<file path="config.mk">
export PLATFORM = sky130hd
export DESIGN_NAME = adsr_gen
export DESIGN_NICKNAME = d
export VERILOG_FILES = /design/src/rtl/adsr_pkg.sv /design/src/rtl/adsr_step.sv /design/src/rtl/adsr_gen.sv
export SDC_FILE = /design/constraint.sdc
export NUM_CORES = 1
export LEC_CHECK = 0
export ABC_AREA = 1
export CAP_MARGIN = 5
export CORE_MARGIN = 2
export CORE_UTILIZATION = 30
export DETAILED_ROUTE_END_ITERATION = 10
export PLACE_DENSITY_LB_ADDON = 0.05
export SKIP_CTS_REPAIR_TIMING = 1
export SYNTH_ARGS = -nofsm -noshare
export SYNTH_HDL_FRONTEND = slang
export SYNTH_SLANG_ARGS = --single-unit
</file>
<file path="constraint.sdc">
create_clock -name clk_i -period 2.3 [get_ports clk_i]
set_input_delay 0.46 -clock clk_i [delete_from_list [all_inputs] [get_ports clk_i]]
set_output_delay 0.46 -clock clk_i [all_outputs]
set_load 0.02 [all_outputs]
</file>
<file path="src/rtl/adsr_pkg.sv">
// Shared phase encoding for the ADSR envelope generator and its level-step datapath.
package adsr_pkg;

    localparam int unsigned PhaseW = 3;

    typedef enum logic [PhaseW-1:0] {
        PhIdle    = 3'd0,
        PhAttack  = 3'd1,
        PhDecay   = 3'd2,
        PhSustain = 3'd3,
        PhRelease = 3'd4
    } adsr_phase_e;

endpackage

</file>
<file path="src/rtl/adsr_step.sv">
// Combinational level-step datapath: next envelope level and phase-done flag for one tick.
module adsr_step
    import adsr_pkg::*;
#(
    parameter int unsigned WIDTH = 8
) (
    input  adsr_phase_e      phase_i,
    input  logic [WIDTH-1:0] env_i,
    input  logic [WIDTH-1:0] ai_i,
    input  logic [WIDTH-1:0] di_i,
    input  logic [WIDTH-1:0] s_i,
    input  logic [WIDTH-1:0] ri_i,
    output logic [WIDTH-1:0] env_o,
    output logic             done_o
);

    localparam logic [WIDTH:0] MaxW = {1'b0, {WIDTH{1'b1}}};

    // One extra bit so attack overshoot and the decay floor compare never wrap.
    logic [WIDTH:0] env_w;
    logic [WIDTH:0] sum_a;
    logic [WIDTH:0] s_plus_d;

    assign env_w    = {1'b0, env_i};
    assign sum_a    = env_w + {1'b0, ai_i};
    assign s_plus_d = {1'b0, s_i} + {1'b0, di_i};

    always_comb begin
        env_o  = '0;
        done_o = 1'b0;
        case (phase_i)
            PhAttack: begin
                if (ai_i == '0 || sum_a >= MaxW) begin
                    env_o  = {WIDTH{1'b1}};
                    done_o = 1'b1;
                end else begin
                    env_o = sum_a[WIDTH-1:0];
                end
            end
            PhDecay: begin
                if (di_i == '0 || env_w <= s_plus_d) begin
                    env_o  = s_i;
                    done_o = 1'b1;
                end else begin
                    env_o = env_i - di_i;
                end
            end
            PhSustain: begin
                env_o = s_i;
            end
            PhRelease: begin
                if (ri_i == '0 || env_i <= ri_i) begin
                    env_o  = '0;
                    done_o = 1'b1;
                end else begin
                    env_o = env_i - ri_i;
                end
            end
            default: begin
                env_o  = '0;
                done_o = 1'b0;
            end
        endcase
    end

endmodule

</file>
<file path="src/rtl/adsr_gen.sv">
// ADSR envelope generator: gate edge detect and phase FSM, level steps gated by a rate tick.
module adsr_gen
    import adsr_pkg::*;
#(
    parameter int unsigned WIDTH = 8
) (
    input  logic              clk_i,
    input  logic              rstn_i,
    input  logic              tick_i,
    input  logic              trig_i,
    input  logic              hard_retrig_i,
    input  logic [WIDTH-1:0]  ai_i,
    input  logic [WIDTH-1:0]  di_i,
    input  logic [WIDTH-1:0]  s_i,
    input  logic [WIDTH-1:0]  ri_i,
    output logic [WIDTH-1:0]  envelope_o,
    output logic [PhaseW-1:0] phase_o,
    output logic              active_o
);

    adsr_phase_e      state_q, state_d;
    logic [WIDTH-1:0] env_q, env_d;
    logic             trig_q;
    logic             rise;
    logic [WIDTH-1:0] step_env;
    logic             step_done;

    assign rise = trig_i & ~trig_q;

    adsr_step #(
        .WIDTH (WIDTH)
    ) u_step (
        .phase_i (state_q),
        .env_i   (env_q),
        .ai_i    (ai_i),
        .di_i    (di_i),
        .s_i     (s_i),
        .ri_i    (ri_i),
        .env_o   (step_env),
        .done_o  (step_done)
    );

    // Gate events take priority; level steps only happen on tick with no gate event.
    always_comb begin
        state_d = state_q;
        env_d   = env_q;
        case (state_q)
            PhIdle, PhRelease: begin
                if (rise) begin
                    state_d = PhAttack;
                    env_d   = hard_retrig_i ? '0 : env_q;
                end else if (tick_i) begin
                    env_d = step_env;
                    if (step_done) begin
                        state_d = PhIdle;
                    end
                end
            end
            PhAttack, PhDecay, PhSustain: begin
                if (!trig_i) begin
                    state_d = PhRelease;
                end else if (tick_i) begin
                    env_d = step_env;
                    if (step_done) begin
                        state_d = (state_q == PhAttack) ? PhDecay : PhSustain;
                    end
                end
            end
            default: begin
                state_d = PhIdle;
                env_d   = '0;
            end
        endcase
    end

    always_ff @(posedge clk_i or negedge rstn_i) begin
        if (!rstn_i) begin
            state_q <= PhIdle;
            env_q   <= '0;
            trig_q  <= 1'b0;
        end else begin
            state_q <= state_d;
            env_q   <= env_d;
            trig_q  <= trig_i;
        end
    end

    assign envelope_o = env_q;
    assign phase_o    = state_q;
    assign active_o   = (state_q != PhIdle);

endmodule

</file>
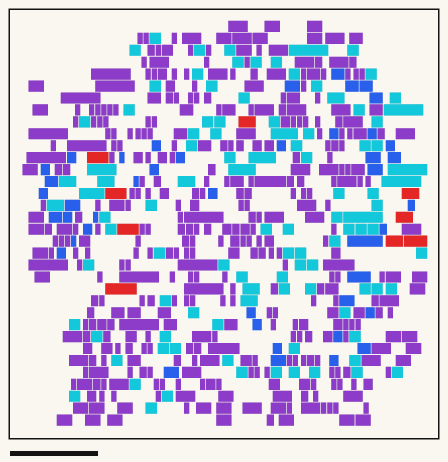
sizing.png
The bar under the picture is 20 um long.
| colour | size | cells | share |
|---|---|---|---|
| red | x6 and larger | 9 | 1.7% |
| purple | x1 and smaller | 391 | 72% |
| blue | x2 | 43 | 7.9% |
| cyan | x3 and x4 | 101 | 19% |
final worst slack: -483 ps
Synth-to-Final Area Change: 56.4%

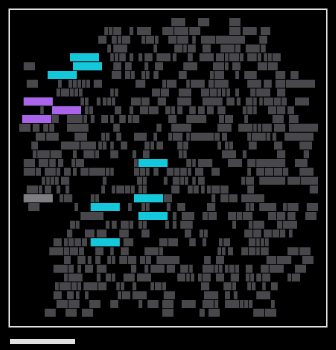
ff_map.png
The bar under the picture is 20 um long. Other sequential cells in the stronger grey, the rest of the logic in the fainter grey.
| colour | name in the netlist | placed flops |
|---|---|---|
| purple | `phase_o` | 3 |
| cyan | `envelope_o` | 8 |
final design utilization: 47.8%
Seq area share: 7.31%
Seq. pwr: 0.440 mW
sequential cell area: 300 um2

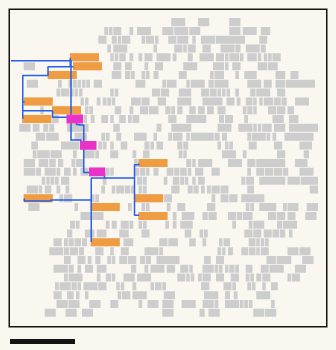
clock_wires.png
The bar under the picture is 20 um long.
[orange] flip-flops | count: 12
[magenta] clock-net drivers | count: 3
[blue] clock wires | length: 203 um
routed clock nets: 4

==> flow_summary.json <==
{
  "crit_family": "simple AND/OR/NAND/NOR gates",
  "warnings": 28,
  "hold_path_class": "flop to flop",
  "overflow": 0,
  "worstSkewPairLatency_ps": 240,
  "whs_ps": 583,
  "comb_power_share_pct": 82.6,
  "outcome": "finished with violations",
  "dieArea_mm2": 0.00952,
  "crit_start": "s_i[0]",
  "total_power_mw": 3.63,
  "setup_violations": 11,
  "route.met3.wl_um": 336,
  "drive_above_1_share_pct": 28.1,
  "violations": "negative setup slack",
  "ir_worst_vdd_uv": 543,
  "p_sw_mw": 1.79,
  "startpoint_type": "input pin",
  "clk_share_pct": 1.00,
  "worst-endpoint-arrival_ps": 2910,
  "top_area_cell": "ha_1",
  "buf_share_pct": 28.1,
  "worstMarginPinSlew_ps": 596,
  "hold_violations": 0,
  "via_per_inst": 4.74,
  "io_buffers": 48,
  "maxSlewHeadroom_pct": 60.1,
  "ys_sh_aoi_pct": 13.4,
  "ys_sh_simple_pct": 38.2,
  "design_area_mm2": 0.00411,
  "edf_count": 0,
  "tritoncts": "done",
  "p_per_area_mw_per_mm2": 882,
  "cp.required_ps": 2430,
  "rsz0062_at_grt": "true",
  "largest_cell_class": "combinational gates",
  "worstSetupEndpointType": "flop",
  "min_from": "envelope_o[0]",
  "cts_buffers": 3,
  "ys_sh_mux_pct": 0,
  "place_congestion": 0.878,
  "ys_cells": 407,
  "synth_cells": 407,
  "worst-path-buf-inv": 1,
  "place_inst": 642,
  "finalWorstSetupSlack_ps": -483,
  "skew_ps": 8.30
}
-- synthesized netlist by cell type (8+ instances only) --
cell type	instances
a21oi_1	27
dfrtp_1	12
ha_1	39
inv_1	58
nand2_1	102
nand2_2	10
nand3_1	20
nand4_1	16
nor2_1	43
o21ai_0	14
xnor2_1	8
xor2_1	11
-- power groups by stage --
stage | clock network (mW) | registers [mW] | logic [mW]
finish | 0.190 | 0.440 | 2.99
global route | 0.207 | 0.454 | 3.35
CTS | 0.196 | 0.443 | 2.89
detailed placement | 0 | 0.446 | 2.87
global placement | 0 | 0.451 | 2.86
floorplan | 0 | 0.464 | 1.57
-- sequential cells by signal, summed over array words and instances (netlist names) --
register	flops
trig_q	1
phase_o	3
envelope_o	8
Power figures rest on the tool's default switching activity, not on a simulated workload.
